==> images/density.png <==
The bar under the picture is 20 µm long. 10 x 10 tiles, from black (low) to pale yellow (high), 0 to 100% covered.
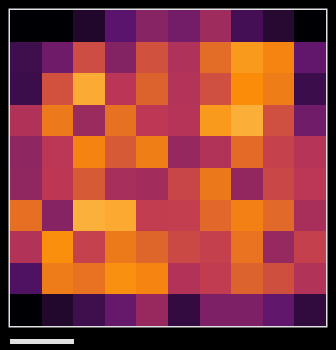
==> images/cell_classes.png <==
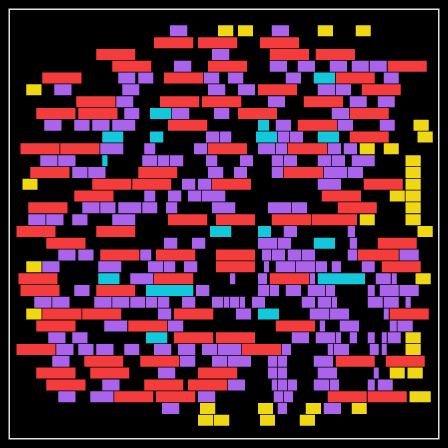
==> images/pdn.png <==
The bar under the picture is 20 µm long. Pins as bars on the die edge.
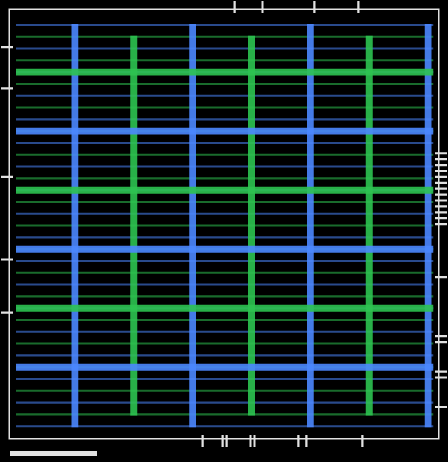
==> images/final_congestion.png <==
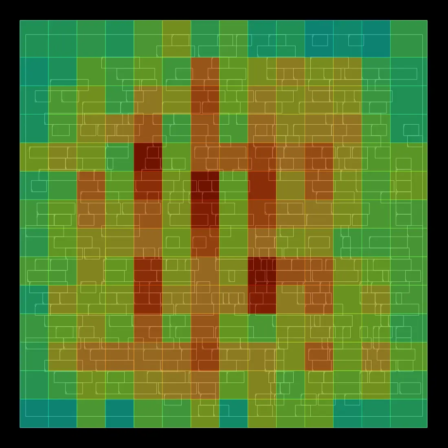
Design packer_config_sequencer, sky130hd; sources not shown.
==> metrics.cfg <==
[worst_setup_path]
cp_common_cell=ha_1
cp.required_ps=5710
cp.depth=5
crit_arrival_ps=2850
crit_type=reg2reg
r2r_slack_ps=2860
reg2regPathDepth=5
max_stage_delay_ps=840
crit_chain=ha_1, ha_1, nor2b_1, a22oi_1, a31o_2
cp_max_fo=35

[yosys]
ys_warn_count=0
synth_top_cell_by_count=dfrtp_1
syn-num-nets=341
synthesis.area_um2=4200
ys_seq_share_pct=50.0
yosys.area.top_type=dfrtp_1
yosys_area_um2=4200
ys_ff=84

[clock_tree]
root_buffer=clkbuf_8
cts-htree-levels=3
numCtsBuffers=9
clock.latency.late_pin_ps=370

[pwr]
p_seq_share_pct=40.8
switching_share_pct=35.5
total_power_mw=2.77

[drt]
wl_mm=9.02
drt_iter0_drc=116
drtPass1Iterations=4

[finish]
final_nets=367
final_cell_count_no_fill=452

[min_path]
min_path_type=in2async

[sta]
rsz0062_at_grt=no
finalHoldViolCount=0
fmax_mhz=371
drv_slew=0
finalSetupTns_ps=0

[status]
outcome=finished, final reports clean

[place]
portBuffers=35

[global_route]
grt_max_degree=85
grt_pass1_vias=2658

[floorplanning]
ios=36

## Picture notes: density.png
mean over tiles: 48%
fullest tile: 83%
tiles over 75% full: 9.0%
emptiest ninth of the die: top left
fp_density: 47.3%
Post-Route Utilization: 54.0%
Core ar.: 8890 µm²

## Picture notes: cell_classes.png
| class | color | cells | share of their area |
|---|---|---|---|
| all other logic | purple | 209 | 42% |
| flip-flops | red | 84 | 45% |
| other buffers and delay cells | yellow | 35 | 7.6% |
| clock drivers and dummy loads | cyan | 16 | 4.9% |
flop share of the area: 43.9%
design area: 4800 µm²
Rows: 34

## Picture notes: pdn.png
| net | color |
|---|---|
| VSS | blue |
| VDD | green |
met5 straps: 6
met4 straps: 7
DIE WIDTH: 98.6 µm
chip height: 98.6 µm
VDD IR max: 0.000200 V

## Picture notes: final_congestion.png
M3 GR Usage: 4.61%
M2 GR Usage: 32.2%
GR Util All Layers: 20.2%
gr busiest metal: met2
post-DR wirelength/cell: 20.0 µm

## per-layer routing
layer / part of all wire [%] / vias up
met4: 1.7 / 0
met3: 4.7 / 14
met5: 0 / -
met1: 46 / 1313
met2: 47 / 69
li1: - / 1205
## layout make-up
type                            instances  area, µm²
Inverter                                6       22.5
Clock inverter                          5       85.1
Clock buffer                           11        141
Fill cell                             790       4090
Sequential cell                        84       2110
Timing Repair Buffer                   35        354
Multi-Input combinational cell        203       1960
Tap cell                              108        135
## cells by family after synthesis
kind of cell	after synthesis	synth area share (%)
AND/OR/NAND/NOR	35	5.00
multiplexers	103	27.9
AND-OR/OR-AND	53	10.0
flip-flops	84	50.0
buffers and inverters	26	3.42
adder cells (fa/ha/maj)	12	3.57
